[config.mk]
export PLATFORM = sky130hd
export DESIGN_NAME = lab2_proc_muldiv_iter_flat
export DESIGN_NICKNAME = d
export VERILOG_FILES = /design/src/rtl/lab2_proc_muldiv_pkg.sv /design/src/rtl/lab2_proc_muldiv_if.sv /design/src/rtl/lab2_proc_muldiv_iter_dpath.sv /design/src/rtl/lab2_proc_muldiv_iter.sv /design/src/flat_wrapper.sv
export SDC_FILE = /design/constraint.sdc
export NUM_CORES = 1
export LEC_CHECK = 0
export CELL_PAD_IN_SITES_DETAIL_PLACEMENT = 1
export CELL_PAD_IN_SITES_GLOBAL_PLACEMENT = 2
export CORE_MARGIN = 2
export CORE_UTILIZATION = 34
export DETAILED_ROUTE_END_ITERATION = 10
export PLACE_DENSITY_LB_ADDON = 0.1
export REMOVE_ABC_BUFFERS = 1
export SYNTH_ARGS = -nofsm -noshare
export SYNTH_HDL_FRONTEND = slang
export SYNTH_SLANG_ARGS = --single-unit
[constraint.sdc]
create_clock -name clk -period 3.2 [get_ports clk]
set_input_delay 0.64 -clock clk [delete_from_list [all_inputs] [get_ports clk]]
set_output_delay 0.64 -clock clk [all_outputs]
set_load 0.02 [all_outputs]
[src/rtl/lab2_proc_muldiv_pkg.sv]
// Shared encodings for the iterative multiply/divide unit.
// Latency: n/a (types and constants only).
// Backpressure: n/a.
package lab2_proc_muldiv_pkg;

  typedef logic [2:0] fn_t;

  localparam fn_t MULDIV_MUL  = 3'd0;
  localparam fn_t MULDIV_DIV  = 3'd1;
  localparam fn_t MULDIV_DIVU = 3'd2;
  localparam fn_t MULDIV_REM  = 3'd3;
  localparam fn_t MULDIV_REMU = 3'd4;

  typedef enum logic [1:0] {
    IDLE = 2'd0,
    CALC = 2'd1,
    DONE = 2'd2
  } state_t;

  // Signed divide/remainder work on magnitudes and need a sign fix-up.
  function automatic logic fn_is_signed_div(input fn_t f);
    return (f == MULDIV_DIV) || (f == MULDIV_REM);
  endfunction

endpackage

[src/rtl/lab2_proc_muldiv_if.sv]
// Request/response val/rdy bundle between the X stage and the muldiv unit.
// Latency: n/a (wires only).
// Backpressure: req_rdy stalls the requester, resp_rdy stalls the unit.
interface lab2_proc_muldiv_if
  import lab2_proc_muldiv_pkg::*;
#(
  parameter int p_nbits = 32
) ();

  logic               req_val;
  logic               req_rdy;
  fn_t                req_fn;
  logic [p_nbits-1:0] req_a;
  logic [p_nbits-1:0] req_b;
  logic               resp_val;
  logic               resp_rdy;
  logic [p_nbits-1:0] resp_msg;

  modport master (
    output req_val, req_fn, req_a, req_b, resp_rdy,
    input  req_rdy, resp_val, resp_msg
  );

  modport slave (
    input  req_val, req_fn, req_a, req_b, resp_rdy,
    output req_rdy, resp_val, resp_msg
  );

endinterface

[src/rtl/lab2_proc_muldiv_iter_dpath.sv]
// Datapath: operand/accumulator registers, shift-add multiply, restoring divide, result mux.
// Latency: one iteration per step cycle; result mux is combinational.
// Backpressure: none of its own; registers only move on load/step from control.
module lab2_proc_muldiv_iter_dpath
  import lab2_proc_muldiv_pkg::*;
#(
  parameter int p_nbits = 32
) (
  input  logic               clk,
  input  logic               reset,
  input  logic               load,
  input  logic               step,
  input  logic               msg_en,
  input  fn_t                fn,
  input  logic [p_nbits-1:0] a,
  input  logic [p_nbits-1:0] b,
  output logic [p_nbits-1:0] msg
);

  typedef logic [p_nbits-1:0] word_t;
  typedef logic [p_nbits:0]   wide_t;

  localparam word_t MIN_VAL = {1'b1, {(p_nbits-1){1'b0}}};

  // opa: multiplicand (MUL) or divisor magnitude (DIV/REM)
  // opb: multiplier (MUL) or dividend shifting into quotient (DIV/REM)
  // acc: product accumulator (MUL) or one-bit-wider remainder (DIV/REM)
  fn_t   fn_q;
  word_t a_raw;
  word_t b_raw;
  word_t opa;
  word_t opb;
  wide_t acc;

  wide_t rem_sh;
  logic  rem_ge;
  word_t result;

  function automatic word_t mag(input word_t x);
    return x[p_nbits-1] ? word_t'(-x) : x;
  endfunction

  // Shift {rem,quo} left by one and compare the partial remainder against the divisor.
  always_comb begin
    rem_sh = {acc[p_nbits-1:0], opb[p_nbits-1]};
    rem_ge = (rem_sh >= {1'b0, opa});
  end

  // Operand capture on accept, then one multiply or divide iteration per step.
  always_ff @(posedge clk) begin
    if (reset) begin
      fn_q  <= MULDIV_MUL;
      a_raw <= '0;
      b_raw <= '0;
      opa   <= '0;
      opb   <= '0;
      acc   <= '0;
    end else if (load) begin
      fn_q  <= fn;
      a_raw <= a;
      b_raw <= b;
      acc   <= '0;
      if (fn == MULDIV_MUL) begin
        opa <= a;
        opb <= b;
      end else if (fn_is_signed_div(fn)) begin
        opa <= mag(b);
        opb <= mag(a);
      end else begin
        opa <= b;
        opb <= a;
      end
    end else if (step) begin
      if (fn_q == MULDIV_MUL) begin
        if (opb[0]) acc <= acc + {1'b0, opa};
        opa <= opa << 1;
        opb <= opb >> 1;
      end else begin
        acc <= rem_ge ? (rem_sh - {1'b0, opa}) : rem_sh;
        opb <= {opb[p_nbits-2:0], rem_ge};
      end
    end
  end

  // Sign fix-up and divide-by-zero / signed-overflow overrides on the final values.
  always_comb begin
    logic  b_zero;
    logic  ovf;
    logic  a_neg;
    logic  b_neg;
    word_t quo;
    word_t rem;
    b_zero = (b_raw == '0);
    ovf    = (a_raw == MIN_VAL) && (b_raw == '1);
    a_neg  = a_raw[p_nbits-1];
    b_neg  = b_raw[p_nbits-1];
    quo    = opb;
    rem    = acc[p_nbits-1:0];
    result = '0;
    case (fn_q)
      MULDIV_MUL:  result = acc[p_nbits-1:0];
      MULDIV_DIV:  result = b_zero ? '1 : ovf ? a_raw :
                            (a_neg != b_neg) ? word_t'(-quo) : quo;
      MULDIV_DIVU: result = b_zero ? '1 : quo;
      MULDIV_REM:  result = b_zero ? a_raw : ovf ? '0 :
                            a_neg ? word_t'(-rem) : rem;
      MULDIV_REMU: result = b_zero ? a_raw : rem;
      default:     result = '0;
    endcase
    msg = msg_en ? result : '0;
  end

endmodule

[src/rtl/lab2_proc_muldiv_iter.sv]
// Iterative mul/div unit: control FSM (IDLE/CALC/DONE) driving the datapath.
// Latency: accept at edge 0, resp_val in cycle p_nbits+1; one op per p_nbits+2 cycles.
// Backpressure: holds result in DONE until resp_rdy; req_rdy only in IDLE without cancel.
module lab2_proc_muldiv_iter
  import lab2_proc_muldiv_pkg::*;
#(
  parameter int p_nbits = 32
) (
  input  logic                     clk,
  input  logic                     reset,
  input  logic                     cancel,
  lab2_proc_muldiv_if.slave        ifc
);

  localparam int CW = $clog2(p_nbits + 1);

  state_t        state;
  logic [CW-1:0] count;
  logic          accept;

  // Handshakes decode the registered state; cancel and reset mask them immediately.
  assign ifc.req_rdy  = !reset && (state == IDLE) && !cancel;
  assign ifc.resp_val = !reset && (state == DONE) && !cancel;
  assign accept       = ifc.req_val && ifc.req_rdy;

  // Control FSM: p_nbits iterations in CALC, hold in DONE until fire, cancel squashes.
  always_ff @(posedge clk) begin
    if (reset) begin
      state <= IDLE;
      count <= '0;
    end else begin
      case (state)
        IDLE: begin
          if (accept) begin
            state <= CALC;
            count <= CW'(p_nbits);
          end
        end
        CALC: begin
          if (cancel) begin
            state <= IDLE;
          end else begin
            count <= count - CW'(1);
            if (count == CW'(1)) state <= DONE;
          end
        end
        DONE: begin
          if (cancel || ifc.resp_rdy) state <= IDLE;
        end
        default: state <= IDLE;
      endcase
    end
  end

  lab2_proc_muldiv_iter_dpath #(.p_nbits(p_nbits)) dpath (
    .clk    (clk),
    .reset  (reset),
    .load   (accept),
    .step   ((state == CALC) && !cancel),
    .msg_en (!reset),
    .fn     (ifc.req_fn),
    .a      (ifc.req_a),
    .b      (ifc.req_b),
    .msg    (ifc.resp_msg)
  );

endmodule
[src/flat_wrapper.sv]
// flat-port wrapper written by rule: the top's interface ports become plain ports
module lab2_proc_muldiv_iter_flat import lab2_proc_muldiv_pkg::*;
#(
  parameter int p_nbits = 32
)
  (clk, reset, cancel, ifc_req_val, ifc_req_fn, ifc_req_a, ifc_req_b, ifc_resp_rdy, ifc_req_rdy, ifc_resp_val, ifc_resp_msg);
  lab2_proc_muldiv_if #(.p_nbits(p_nbits)) ifc_i ();
  input  logic clk;
  input  logic reset;
  input  logic cancel;
  input wire logic [$bits(ifc_i.req_val)-1:0] ifc_req_val;
  input wire logic [$bits(ifc_i.req_fn)-1:0] ifc_req_fn;
  input wire logic [$bits(ifc_i.req_a)-1:0] ifc_req_a;
  input wire logic [$bits(ifc_i.req_b)-1:0] ifc_req_b;
  input wire logic [$bits(ifc_i.resp_rdy)-1:0] ifc_resp_rdy;
  output wire logic [$bits(ifc_i.req_rdy)-1:0] ifc_req_rdy;
  output wire logic [$bits(ifc_i.resp_val)-1:0] ifc_resp_val;
  output wire logic [$bits(ifc_i.resp_msg)-1:0] ifc_resp_msg;
  assign ifc_i.req_val = ifc_req_val;
  assign ifc_i.req_fn = ifc_req_fn;
  assign ifc_i.req_a = ifc_req_a;
  assign ifc_i.req_b = ifc_req_b;
  assign ifc_i.resp_rdy = ifc_resp_rdy;
  assign ifc_req_rdy = ifc_i.req_rdy;
  assign ifc_resp_val = ifc_i.resp_val;
  assign ifc_resp_msg = ifc_i.resp_msg;
  lab2_proc_muldiv_iter #(.p_nbits(p_nbits)) u_core (.clk(clk), .reset(reset), .cancel(cancel), .ifc(ifc_i));
endmodule
**Run 1: routed metal per tile**

(1.5 px per um) 22 x 22 tiles, from dark purple (low) to yellow (high), scaled to the fullest tile. Values are wire area over tile area, all layers added.
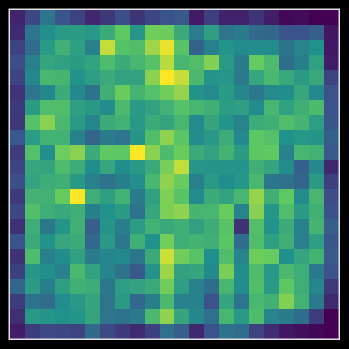
1.0% of the tiles are nearly empty. The fullest tile reaches 0.51. The mean over all tiles is 0.26. 57% of the tiles are over half the peak.
WL/cell: 23.0 um
total wire length: 79.6 mm
All-Layer GR Usage: 32.6%

**Run 1: floorplan with the power grid**

(2 px per um) Pins as bars on the die edge.
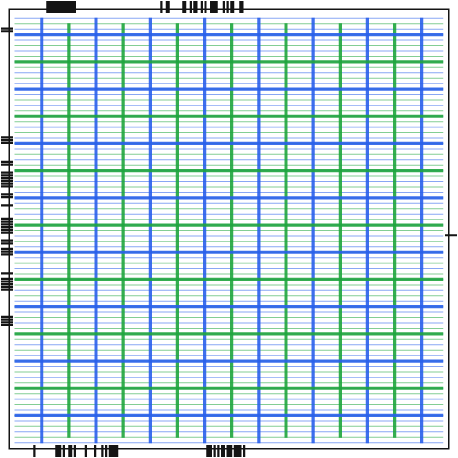
Blue shows VSS. Green shows VDD.
15 straps on met4. 15 straps on met5. 106 signal pins sit on the boundary. The core has 78 rows.

==> CHANGELOG.md, run 1 <==
### Implementation results

- Period utilization: 123%
- Leak: between 9 and 10 nW
- Most numerous cell on the critical path: or4_4
- DRT iter0 DRCs: about 1.2k
- Longest Clk Path Bufs: 2
- GPL Wtd Cong: approximately 0.95
- Number of cells on the worst hold path: 2
- Cell area leaders: dfxtp_1 (22%), nand2_1 (9.6%), a21oi_1 (9.2%), o21ai_0 (5.8%), ha_1 (5.5%)
- Buffering overhead: between 20% and 30%
- Initial antenna violation count: 2
- Required @ worst endpoint: approximately 2600 ps
- First-pass GRT wire length: 121 mm
- RSZ-0062 raised after global routing: yes
- Cell variety after synth: a little under 90
- Via count: ~20k
- Clk_skew: between 9 and 10 ps
- Area Overhead vs Synth: 48.5%
- Vias in the first global route: 20.6k
- Worst EP arrival: between 3000 and 4000 ps
- Crit path largest cell delay: a little under 600 ps
- Largest net degree at the start of global routing: around 90
- Clock Sink Count: approximately 170
- Routed vias/inst: ~5.8
- Core area: approximately 45000 um2
- Die area: roughly 48000 um2
- Port bufs: 105
- Status: complete, but fails checks
- 1st-pass router iterations: 5
- Post-route antenna net violation count: 0
- Placed Cells: about 3.4k
- Synth Seq Share: between 20% and 30%
- Critical path endpoint: ifc_resp_msg[14]
- Area leader, netlist: dfxtp_1
- Failing checks: negative setup slack
- #MultiIn Comb: ~1.9k
- DRC violations left: 0
- Post-synth top flop: dfxtp_1
- Setup crit start: u_core.dpath.b_raw[30]$_SDFFE_PP0P_
- Dpl ws: -1020 ps
- Min-Delay Endpoint: u_core.dpath.b_raw[23]$_SDFFE_PP0P_
- Relative slew margins: 36.5%
- Antenna fix cells: 0
- Yosys Instances: between 2k and 2.5k
- Row count: around 78
- Tool warning count: 28
- Share of cells above drive strength 1: 31.0%
- HP Class: flop to flop
- Peak supply drop: between 300 and 400 uV
- Die height: approximately 220 um
- FP Util: between 30% and 40%
- CTS Buf Count: 17
- Yosys warning count: 0
- EDFF count, synth: 0
- Max-cap violations: 0
- Gate Area: 12500 um2
- Setup ws final: -735 ps
- Hpwl dp: around 63 mm
- CTS tree: built
- Final setup vio count: 32
- Clock root cell: clkbuf_16
- Inverter count: between 60 and 70
- Hold Buf Count CTS: 0
- Worst path buffer plus inverter count: 2
- Comb area share: 53.4%
- Most common library cells after synthesis: nand2_1 (403), a21oi_1 (288), o21ai_0 (182)
- Hold Crit Start: u_core.dpath.b_raw[23]$_SDFFE_PP0P_
**Run 1: cell outlines without signal wires**

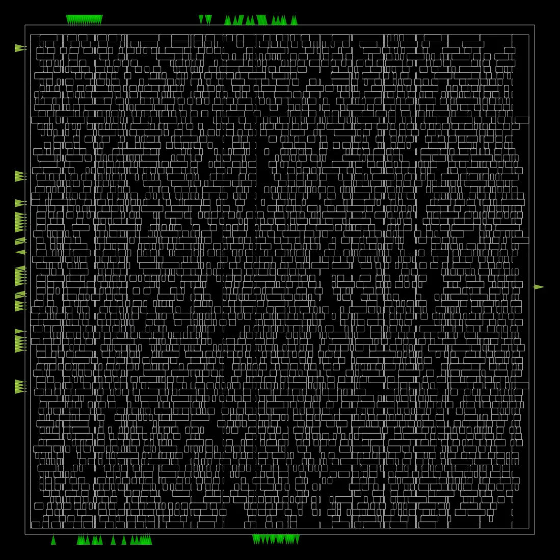
flop share of the area: 14.7%
Finished Core Util: 51.3%
fill cell total of the finished layout: 5698

==> run 1: timing repair <==
item,CTS,global route
gates cloned,1,2
resized,345,140
hold endpoints to repair,0,0
setup buffers,15,18
setup endpoints to repair,64,61
pin swaps,89,81
==> run 1: per-layer routing <==
layer / track usage (%) / share of wire, % / up-vias
li1: - / - / 9523
met1: 43.4 / 45 / 9834
met2: 55.3 / 48 / 435
met3: 2.87 / 3.4 / 121
met4: 11.0 / 3.0 / 4
met5: 0 / 0.034 / -
==> run 1: where the power goes <==
part,leakage (nW),switching [mW],total [mW],internal [mW]
logic,7.77,1.58,2.82,1.24
registers,1.40,0.0625,2.27,2.21
clock network,0.301,1.00,2.30,1.30
==> run 1: metrics by stage <==
| step | area [um2] | util, % | hold WS (ps) | power (mW) | TNS [ps] |
|---|---|---|---|---|---|
| 5_1_grt | 23300 | 51.3 | 526 | 7.70 | -21730 |
| 3_5_place_dp | 21200 | 46.7 | 478 | 4.82 | -36450 |
| 4_1_cts | 22600 | 49.6 | 488 | 7.25 | -21910 |
| 2_1_floorplan | 15000 | - | 436 | 3.44 | -324010 |
| 3_3_place_gp | 21200 | 46.7 | 470 | 4.77 | -31390 |
| 6_report | 23300 | 51.3 | 509 | 7.39 | -20630 |
==> run 1: sequential cells by signal, summed over array words and instances, names as in the netlist <==
register,count
u_core.dpath.opa,32
u_core.dpath.acc,32
u_core.state,2
u_core.dpath.opb,32
u_core.dpath.b_raw,32
u_core.dpath.fn_q,3
u_core.dpath.a_raw,32
u_core.count,6
==> run 1: cells by family after synthesis <==
family	Yosys count	synth area share (%)
compound gates	847	34.1
simple gates	832	24.3
buf+inv	244	6.18
flops	171	21.8
xor+xnor	133	7.41
fa+ha+maj	71	5.75
mux	8	0.533
==> inputs of run 2 (changes only) <==
CORE_UTILIZATION = 37   (was 34)
HOLD_SLACK_MARGIN = 0.06   (was default)
clock period = 4.58 ns   (was 3.2 ns; I/O delays follow)
**Run 2: cell outlines without signal wires**

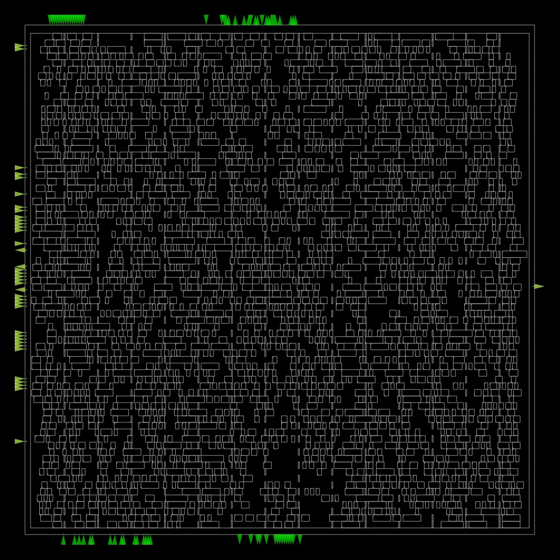
Finished Core Util: 44.2%
FFs & Latches: 171
Tap Count: 539
flop share of the area: 18.5%
fill cell total of the finished layout: 5339

**Run 2: routed metal per tile**

(2 px per um) 21 x 21 tiles, from dark purple (low) to yellow (high), scaled to the fullest tile. Values are wire area over tile area, all layers added.
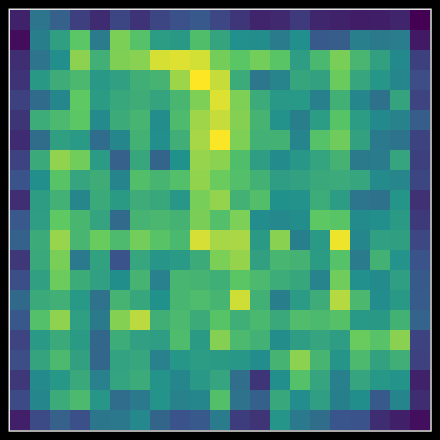
The mean over all tiles is 0.26. 0.20% of the tiles are nearly empty. 61% of the tiles are over half the peak. The emptiest ninth of the die: upper right. The fullest tile reaches 0.49.
All-Layer GR Usage: 33.1%
WL/cell: 24.6 um
via count: 18.1k
total wire length: 72.6 mm

==> run 2 against run 1 <==
Effect of this change:
- the run now ends clean
- hold slack worse by 33 ps
- combinational power decreased by 51%
- clock skew up 5.3 ps
- die size fell by 8.0%
- clock-buffer cell count fell by 4
- critical path type unchanged
- largest cell class unchanged
==> CHANGELOG.md, run 2 <==
### Implementation results

- Power Sequential: 1.62 mW (-29%)
- CTS tree: built
- Clock root cell: clkbuf_16
- Yosys Instances: 2306 (unchanged)
- Yosys Chip Area: around 16000 um2
- Internal cell power: 2.82 mW (-41%)
- Comb power: 1.39 mW (-51%)
- Die height: 210 um (-4.1%)
- Post-CTS Setup Repair Bufs: 0 (-15)
- Nets: ~2.5k
- 1st-pass router iterations: 5 (unchanged)
- Switching share of power: 37.9% (+2.2 points)
- Mapped Area: 15700 um2
- Clock Sink Count: 171 (unchanged)
- Peak supply drop: 334 uV (-10%)
- Top Consumer: sequential cells
- Slew Limit Fails: 0
- Combinational fraction of design power: 30.6% (-7.5 points)
- CTS Buf Count: 17 (unchanged)
- Switching pwr: 1.72 mW (-35%)
- Most common cell in the netlist: nand2_1
- Setup ws final: 121 ps (+857 ps)
- Tool warning count: 29 (+3.6%)
- Row count: 75 (-3.8%)
- FMAX: 0.224 GHz
- Max-area cell share: ~22%
- CTS H-tree depth: 4
- Final setup vio count: 0 (-100%)
- Dpl ws: 160 ps (+1180 ps)
- DRT iter0 DRCs: 1286 (+6.5%)
- GPL Wtd Cong: 0.936 (-1.5%)
- IO Pins: around 110
- Most frequent logic cell in the layout: nand2_1
- FP Util: 37.5% (+2.9 points)
- Power Dens Cells: 245 nW/um2
- Area Overhead vs Synth: 18.0%
- Final setup TNS: 0 ps (+20630 ps)
- Post-DP Area: 17900 um2 (-16%)
- Most numerous cell on the critical path: a21oi_1
- Largest net degree at the start of global routing: 139 (+54%)
- Longest Clk Path Bufs: 2 (unchanged)
- RSZ-0062 raised after global routing: no
- Clock Pin Slew Worst Setup and Hold Paths: roughly 70 ps
- Area leader, netlist: dfxtp_1
- Period utilization: 97.3%
- Core area: 41900 um2 (-7.8%)
- Synth Seq Share: 21.8% (unchanged)
- Die area: 44200 um2 (-8.0%)
- Post-synth top flop: dfxtp_1
- Relative slew margins: 32.2% (-4.3 points)
- Vias in the first global route: 18.3k (-11%)
- Hpwl dp: 56.7 mm (-9.7%)
- Status: finished, final reports clean
- Hold Buf Count CTS: 0 (unchanged)
- Post-route antenna net violation count: 0 (unchanged)
- Total grt overflow: 0
- Worst EP arrival: 3540 ps (+240 ps)
- Most numerous logic cells after layout: nand2_1 (400), a21oi_1 (287), o21ai_0 (182), dfxtp_1 (171), nor2_1 (158)
- HP Class: flop to flop
- EDFF count, synth: 0 (unchanged)
- DRC violations left: 0 (unchanged)
- Worst path buffer plus inverter count: 2 (unchanged)
- Antenna fix cells: 0 (unchanged)
- Cell area after layout: 18500 um2 (-21%)
- Clk_skew: 14.5 ps (+5.27 ps)
- First-pass GRT wire length: 112 mm (-7.2%)
- CP Capture Type: output pin
- Leak: 6.98 nW (-26%)
- Initial antenna violation count: 2 (unchanged)
- Port bufs: 105 (unchanged)
- Required @ worst endpoint: 3660 ps (+1100 ps)
- CP max FO: 15
- Crit path largest cell delay: 540 ps (-40 ps)
- Hold Slack: 476 ps (-33.0 ps)
- Final hold viol count: 0
- Cell variety after synth: 89 (unchanged)
- CTS resizes: 48 (-86%)
- Clock group power: 1.53 mW (-33%)
- Max-cap violations: 0 (unchanged)
- Cell area leaders: dfxtp_1 (22%), nand2_1 (9.6%), a21oi_1 (9.2%), o21ai_0 (5.8%), ha_1 (5.5%)
- Routed vias/inst: 6.15 (+6.6%)
- Yosys warning count: 0 (unchanged)
- Most common library cells after synthesis: nand2_1 (403), a21oi_1 (288), o21ai_0 (182)
- Share of cells above drive strength 1: 9.76% (-21 points)
- Sequential share of power: 35.6% (+4.8 points)
- Worst Path Class, Setup: flop to output pin
- Asr flop ratio synth: 0%
- Synthesized instance count: 2306
- Late-Pin Clk Latency: around 500 ps
- Clock power frac: 33.7% (+2.6 points)
[run 2: layer usage]
metal / wire length, um / share of wire [%] / GRT usage (%) / vias to the layer above
li1: - / - / - / 8637
met1: 33500 / 46 / 45.0 / 8943
met2: 33600 / 46 / 54.4 / 455
met3: 3360 / 4.6 / 3.71 / 88
met4: 2090 / 2.9 / 11.6 / 0
met5: 0 / 0 / 0 / -
[run 2: logic make-up (layout without fill, tap and decap cells)]
group / after synthesis / count (layout) / synth area share [%]
multiplexers: 8 / 8 / 0.533
AND-OR/OR-AND: 847 / 847 / 34.1
flip-flops: 171 / 171 / 21.8
XOR/XNOR: 133 / 133 / 7.41
adder cells (fa/ha/maj): 71 / 71 / 5.75
AND/OR/NAND/NOR: 832 / 833 / 24.3
buffers and inverters: 244 / 345 / 6.18
[run 2: metrics by stage]
step	std cells	total power, mW
CTS	2944	4.57
detailed placement	2912	3.03
global placement	2912	3.01
finish	2947	4.55
floorplan	2128	2.41
global route	2947	4.75
[run 2: area by class of cell]
class	count	area, um2
Fill cell	5339	23400
Inverter	66	248
Clock buffer	17	425
Timing Repair Buffer	247	2120
Multi-Input combinational cell	1892	11500
Clock inverter	15	179
Tap cell	539	674
Sequential cell	171	3420
[run 2: worst paths after layout]
check / from / end / slack, ps / cells after the start
worst max register to register: u_core.dpath.opa[26]$_SDFFE_PP0P_ / u_core.dpath.acc[4]$_SDFFE_PP0P_ / 680 / 11
worst min-delay path: u_core.dpath.a_raw[3]$_SDFFE_PP0P_ / u_core.dpath.a_raw[3]$_SDFFE_PP0P_ / 480 / 2
worst max-delay path: u_core.dpath.b_raw[27]$_SDFFE_PP0P_ / ifc_resp_msg[19] / 120 / 10
worst min register to register: u_core.dpath.a_raw[3]$_SDFFE_PP0P_ / u_core.dpath.a_raw[3]$_SDFFE_PP0P_ / 480 / 2
No activity file was given, so power comes from the tool's default toggle rates.
